### Placement by cell class, run 1

Fill, decap, tap and diode cells in gray.
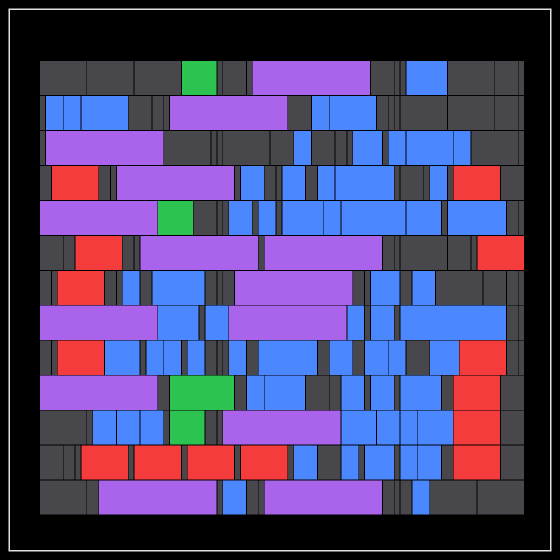
### Sequential cells grouped by signal name, run 1

Scale bar: 10 um. Other sequential cells in the stronger gray, the rest of the logic in the fainter gray.
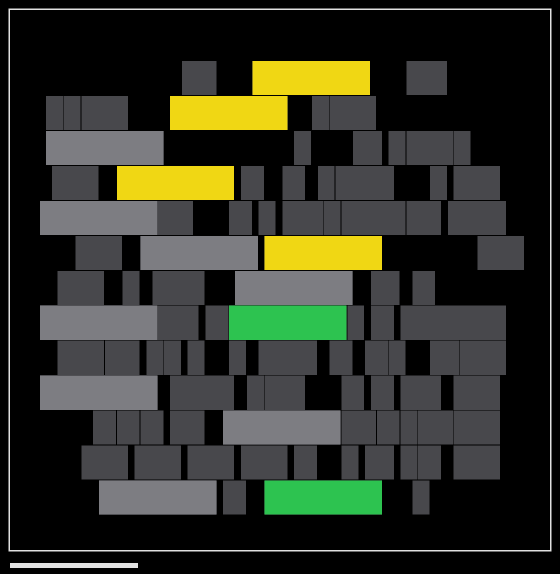
### Signal wires by layer, run 1

Scale bar: 10 um. Only two layers are drawn.
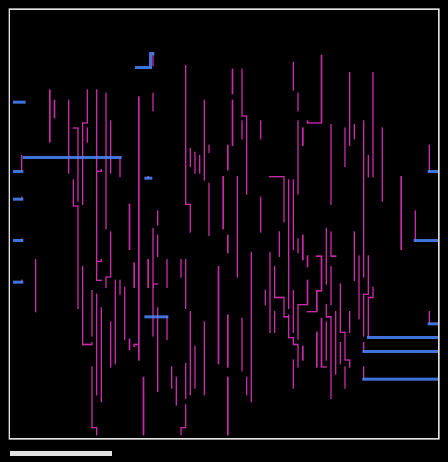
--- src/rtl/arb_rr_4t.sv ---
// arb_rr_4t: four-requester round-robin arbiter with registered one-hot grant, release handshake and hold timeout
module arb_rr_4t #(
  parameter int MAX_HOLD = 8,
  parameter int HOLD_W = 4
) (
  input  logic       clk,
  input  logic       rst_n,
  input  logic [3:0] req,
  input  logic       done,
  output logic       any_req,
  output logic [3:0] gnt,
  output logic       gnt_valid,
  output logic [1:0] gnt_id
);
  typedef enum logic {IDLE, GRANT} state_t;
  state_t state, state_nx;
  logic [1:0] ptr, ptr_nx, off, win, gnt_id_nx;
  logic [HOLD_W-1:0] hold_cnt, hold_nx;
  logic [3:0] gnt_nx, rot;
  logic [7:0] dbl;
  logic gnt_valid_nx, rel;
  assign any_req = |req;
  // rotate so that bit 0 is the highest-priority requester
  assign dbl = {req, req};
  assign rot = dbl[{1'b0, ptr} +: 4];
  assign off = rot[0] ? 2'd0 : rot[1] ? 2'd1 : rot[2] ? 2'd2 : 2'd3;
  assign win = ptr + off;
  assign rel = done | ~req[gnt_id] | (hold_cnt == HOLD_W'(MAX_HOLD - 1));
  always_comb begin
    state_nx = state;
    ptr_nx = ptr;
    hold_nx = hold_cnt;
    gnt_nx = gnt;
    gnt_valid_nx = gnt_valid;
    gnt_id_nx = gnt_id;
    if (state == IDLE) begin
      if (any_req) begin
        state_nx = GRANT;
        gnt_nx = 4'b0001 << win;
        gnt_valid_nx = 1'b1;
        gnt_id_nx = win;
        hold_nx = '0;
      end
    end else if (rel) begin
      state_nx = IDLE;
      gnt_nx = 4'b0000;
      gnt_valid_nx = 1'b0;
      ptr_nx = gnt_id + 2'd1;
    end else begin
      hold_nx = hold_cnt + HOLD_W'(1);
    end
  end
  always_ff @(posedge clk or negedge rst_n) begin
    if (!rst_n) begin
      state <= IDLE;
      ptr <= 2'd0;
      hold_cnt <= '0;
      gnt <= 4'b0000;
      gnt_valid <= 1'b0;
      gnt_id <= 2'd0;
    end else begin
      state <= state_nx;
      ptr <= ptr_nx;
      hold_cnt <= hold_nx;
      gnt <= gnt_nx;
      gnt_valid <= gnt_valid_nx;
      gnt_id <= gnt_id_nx;
    end
  end
endmodule

--- config.mk ---
export PLATFORM = sky130hd
export DESIGN_NAME = arb_rr_4t
export DESIGN_NICKNAME = d
export VERILOG_FILES = /design/src/rtl/arb_rr_4t.sv
export SDC_FILE = /design/constraint.sdc
export NUM_CORES = 1
export LEC_CHECK = 0
export CORE_MARGIN = 2
export CORE_UTILIZATION = 52
export CTS_BUF_LIST = sky130_fd_sc_hd__clkbuf_4 sky130_fd_sc_hd__clkbuf_8 sky130_fd_sc_hd__clkbuf_16
export DETAILED_ROUTE_END_ITERATION = 12
export PLACE_DENSITY_LB_ADDON = 0.25
export SYNTH_ARGS = -nofsm -noshare
export SYNTH_HDL_FRONTEND = slang
export SYNTH_SLANG_ARGS = --single-unit
--- constraint.sdc ---
create_clock -name clk -period 3.9 [get_ports clk]
set_clock_uncertainty 0.1 [all_clocks]
set_input_delay 0.78 -clock clk [delete_from_list [all_inputs] [get_ports clk]]
set_output_delay 0.78 -clock clk [all_outputs]
set_load 0.01 [all_outputs]
==> run summary, run 1 <==
Notes on the flow run.

- The prevailing logic family in the synthesized netlist is simple AND/OR/NAND/NOR gates, for reference.
- Per the run summary, max-cap violations total 0.
- The number of buffer and inverter instances along the worst setup path is 3, for reference.
- Counting every sink on the clock net gives 14.
- The fraction of layout cells with a size suffix above 1 is 10.8%, for reference.
- The first global-routing pass estimated 2.37 mm of wire.
- The cell at the slowest stage of the critical path is clkdlybuf4s50_1, for reference.
- The most common logic cells in the final layout are nand2_1 (17), dfrtp_1 (14), clkdlybuf4s50_1 (14).
- The flow ran to the end, and the final reports show no timing, DRC or antenna violations.
- The critical path arrival is 2.38 ns, for reference.
- The buffer count excluding the clock tree in the final layout is 14, for reference.
- Hold repair after CTS inserted 0 buffers.
- The maximum fanout count along the critical path is 8, for reference.
- For reference, the clock transition at the flip-flops on the worst setup and hold paths is 0.08 ns.
- The top logic cell by instance count in the layout is nand2_1, for reference.
- The setup violation total in the final timing report is 0, for reference.
- After floorplanning, the core was divided into 13 placement rows.
- Per STA, the worst path is made up of clkdlybuf4s50_1, nor4_1, inv_1, clkdlybuf4s50_1.
- No sink is reached through more buffers than the 2 on the longest clock path.
- The summed standard-cell area reported by yosys is 752 um2, for reference.
- Per the layout area report, the combinational gate area comes to around 370 um2.
- Hold timing on the final database bottoms out at a slack of 0.370 ns.
- The transition time recorded at the tightest slew-check pin is 0.594 ns.
- Per the layout area report, the sequential fraction of cell area is 37.8%.
- The compound-gate portion of the synthesized area is between 10% and 20%, for reference.
- The number of H-tree branching levels is 1, for reference.
- The placed wire-length estimate is 1.05 mm, for reference.
- The adder-cell area share of the yosys netlist is 3.33%, for reference.
- The combined flip-flop and latch cell area is about 350 um2, for reference.
- The inserted tap cell count is 15, for reference.
- The residual overflow from global routing is 0, for reference.
- The final worst-path setup slack is between 0.6 and 0.7 ns, for reference.
- For this run, the detailed router reports a per-instance via density of 5.56.
- The via count of the first global-routing pass is 579, for reference.
- Setup repair after global routing left no endpoint under its margin.
- The source-to-sink clock delay at the later pin of the worst-skew pair is 0.28 ns, for reference.
- The die extent in y is 42.0 um, for reference.
- In this run the power density over the cells is roughly 730 nW/um2.
About 'Placement by cell class':
clock drivers and dummy loads -> green  # cells 4
registers -> purple  # cells 14
remaining logic cells -> blue  # cells 61
remaining buffers and delay cells -> red  # cells 14

About 'Sequential cells grouped by signal name':
ptr -> green  # placed flops 2
hold_cnt -> yellow  # placed flops 4, where top center
not colored = 8

About 'Signal wires by layer':
M2 -> magenta  # wire length 643 um
M3 -> blue  # wire length 42.8 um

## run 1: per-stage QoR
step	power (W)	area [um2]	cells
floorplan	0.000471	752	78
global placement	0.000561	891	104
detailed placement	0.000571	891	104
CTS	0.000680	927	108
global route	0.000721	927	108
finish	0.000674	927	108
## run 1: synthesized netlist by cell type, types with 2 or more instances
cell type / number / area share [%]
nand2_1: 17 / 8.5
dfrtp_1: 14 / 47
nand3_1: 5 / 3.3
a21oi_1: 5 / 3.3
mux2i_1: 2 / 2.7
nor2_1: 3 / 1.5
inv_1: 2 / 1.0
o21ai_0: 6 / 4.0
ha_1: 2 / 3.3
## run 1: per-layer routing
layer  GRT usage (%)  wire length [um]  up-vias  share of wire [%]
li1                -                 -      303                  -
met1            22.4               742      279                 51
met2            27.5               642       14                 44
met3            3.45                42        5                2.9
met4            11.9                30        0                2.1
met5               0                 0        -                  0
## run 1: sequential cells by signal, summed over array words and instances (netlist names)
register and count:
hold_cnt 4, state 1, gnt_valid 1, gnt 4, gnt_id 2, ptr 2
## run 1: worst paths after layout
check                                               end               startpoint  slack, ns  depth (start not counted)
worst max-delay path                            any_req                   req[0]       0.64                          4
max in group asynchronous            ptr[0]$_DFFE_PN0P_                    rst_n       2.55                          1
worst min register to register  hold_cnt[3]$_DFFE_PN0P_  hold_cnt[3]$_DFFE_PN0P_       0.37                          1
worst max register to register       gnt[1]$_DFFE_PN0P_    gnt_id[0]$_DFFE_PN0P_       2.00                          5
min in group asynchronous            gnt[0]$_DFFE_PN0P_                    rst_n       0.77                          1
worst min-delay path            hold_cnt[3]$_DFFE_PN0P_  hold_cnt[3]$_DFFE_PN0P_       0.37                          1
## run 1: power by group
group          total, W  switching [W]  internal (W)
clock          0.000104      0.0000475     0.0000568
sequential     0.000256      0.0000575      0.000198
combinational  0.000314       0.000162      0.000152
### Clock network drawn from the DEF, run 1

Scale bar: 10 um.
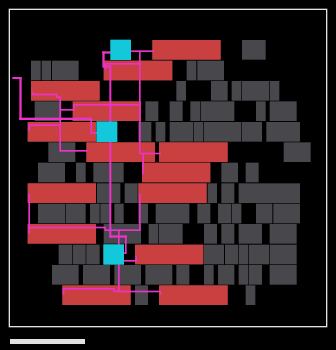

--- run 2 (diff from run 1) ---
CORE_ASPECT_RATIO = 1.25   (was default)
CORE_UTILIZATION = 44   (was 52)
clock period = 2.72 ns   (was 3.9 ns; I/O delays follow)
### Clock network drawn from the DEF, run 2

Scale bar: 10 um.
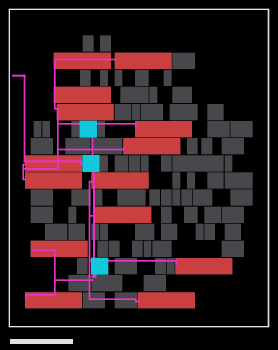
flip-flops -> red  # count 14
clock wires -> magenta  # length 177 um
clock-net drivers -> cyan  # count 3
routed clock nets = 4

==> run summary, run 2 <==
Notes on the flow run.

- The flow ran to the end, and the final reports show no timing, DRC or antenna violations.
- The logic depth of the worst register-to-register path is 5, for reference.
- The via count of the first global-routing pass is 586, for reference.
- Among logic cells in the layout, the one with the most instances is nand2_1.
- The final power report lists total power as between 0.0009 and 0.001 W.
- In the final layout, the share of cells above drive strength 1 is 14.6%.
- Per the post-place timing report, worst setup slack is ~0.08 ns.
- Counting tap cells, the placed design contains a total of 110 instances.
- Per the timing report, the biggest fanout along the worst path comes to 6.
- Max-slew check failures listed in the final report amount to 0.
- Excluding fillers, the count of instances in the completed layout stands at 114.
- The summed standard-cell area reported by yosys is between 700 and 800 um2, for reference.
- Max-cap violations in this run came to 0.
- For reference, the clock transition at the flip-flops on the worst setup and hold paths is around 0.080 ns.
- The report lists the cells along the critical path as clkdlybuf4s50_1, nor4_2, inv_1, clkdlybuf4s50_1.
- Across every metal layer, demand over resource in global routing totals 17.6%.
- STA reports a reg2reg setup slack of 0.80 ns.
- The timing report lists the critical path depth as 4 cells.
- As reported, the later end of the worst-skew pair has a clock insertion delay of 0.28 ns.
- The capture point of the worst path is any_req, for reference.
- The commonest cells after synthesis are nand2_1 (17), dfrtp_1 (14), o21ai_0 (6), a21oi_1 (5), nand3_1 (5).
- Data on the critical path arrives at its endpoint at a little under 2 ns.
- Recorded from the global router log, the overflow total was 0.
- The compound-gate portion of the synthesized area is roughly an eighth, for reference.
- The die extent in x is 41.0 um, for reference.
- The wire-length estimate of the detail-placed layout is 1.07 mm.
- According to the I/O placement log, the pin count is 15.
- In this run the core area contains 16 standard-cell rows.
- The per-cell via count in the routed design is roughly 5.4, for reference.
- Summing the areas of all fa, ha and maj instances in the mapped netlist gives 3.33% of the synthesized area.
- The number of cells on the worst hold path is listed as 1.
- The final worst-path setup slack is 0.148 ns, for reference.
- Per the cell usage report, the commonest logic cells after layout are nand2_1 (17), dfrtp_1 (14), clkdlybuf4s50_1 (14).
- The prevailing logic family in the synthesized netlist is simple AND/OR/NAND/NOR gates, for reference.
- The clock passes through at most 2 buffers.
- The clock net in this run drives a total of 14 sinks.
- Per the synthesis report, the single largest cell type by area occupies 46.6% of cell area.
- The cell at the slowest stage of the critical path is clkdlybuf4s50_1, for reference.
- The worst-case hold slack is 0.364 ns, for reference.
- The largest registers in the layout are gnt x4, hold_cnt x4.
- The script reports the combined buffer and inverter count of the critical path as 3.
- The actual transition at the worst max-transition pin is 0.615 ns, for reference.
- The die is 50.2 um tall.
- In the post-synthesis netlist, the biggest area contributors are dfrtp_1 (47%), nand2_1 (8.5%), o21ai_0 (4.0%).
- The first element of the critical path is req[3], for reference.
- The wire length of the first global-routing pass is 2.54 mm, for reference.
- The end of the worst register-to-register path is gnt[1]$_DFFE_PN0P_, for reference.
- The most repeated cell in the gate-level netlist after synthesis is nand2_1, for reference.
- The number of H-tree branching levels is 1, for reference.
### Placement by cell class, run 2

Fill, decap, tap and diode cells in gray.
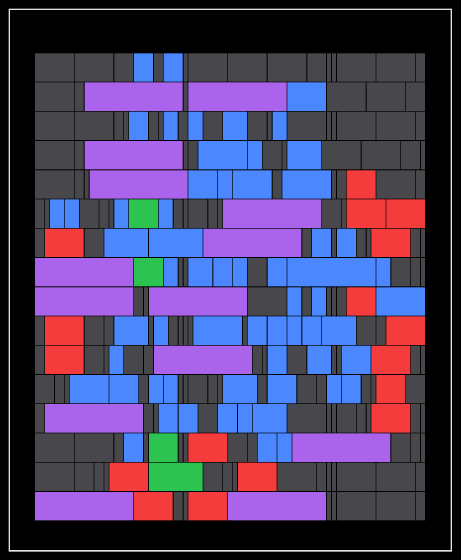
remaining buffers and delay cells -> red  # cells 17
clock drivers and dummy loads -> green  # cells 4
remaining logic cells -> blue  # cells 61
registers -> purple  # cells 14

-- run 2: cell types whose count changed in the layout (fill, tap and decap cells not counted), sizes merged --
cell / previous run / this run
buf: 0 / 3
-- run 2: area by class of cell --
cell class	instances	area (um2)
Fill cell	151	622
Timing Repair Buffer	17	163
Clock buffer	4	36.3
Multi-Input combinational cell	59	380
Inverter	2	7.51
Tap cell	18	22.5
Sequential cell	14	350
-- run 2: metal layers --
layer	track usage, %	share of wire (%)
met1	24.6	50
met4	8.33	2.1
met5	0	0
met2	26.6	45
met3	1.33	2.8
-- run 2: worst min-delay path by stage --
stage,from,end,slack [ns]
2_1_floorplan,rst_n,gnt[0]$_DFFE_PN0P_,0.15
3_3_place_gp,hold_cnt[3]$_DFFE_PN0P_,hold_cnt[3]$_DFFE_PN0P_,0.36
3_5_place_dp,hold_cnt[3]$_DFFE_PN0P_,hold_cnt[3]$_DFFE_PN0P_,0.36
4_1_cts,hold_cnt[3]$_DFFE_PN0P_,hold_cnt[3]$_DFFE_PN0P_,0.37
5_1_grt,hold_cnt[3]$_DFFE_PN0P_,hold_cnt[3]$_DFFE_PN0P_,0.41
6_report,hold_cnt[3]$_DFFE_PN0P_,hold_cnt[3]$_DFFE_PN0P_,0.36
-- run 2: through the flow --
step	area [um2]	util (%)
finish	960	60.7
global route	960	60.7
CTS	953	60.3
detailed placement	917	58.0
global placement	917	58.0
floorplan	752	-
-- run 2: repair_timing --
action                                  4_1_cts  5_1_grt
endpoints found under the setup margin        0        1
gates resized                                 0        1
hold buffers                                  0        0
-- run 2: power by group --
group	switching, W	total [W]	internal (W)
logic	0.000218	0.000438	0.000220
clock network	0.0000694	0.000151	0.0000814
registers	0.0000825	0.000367	0.000284
Power and IR drop assume default switching activity.
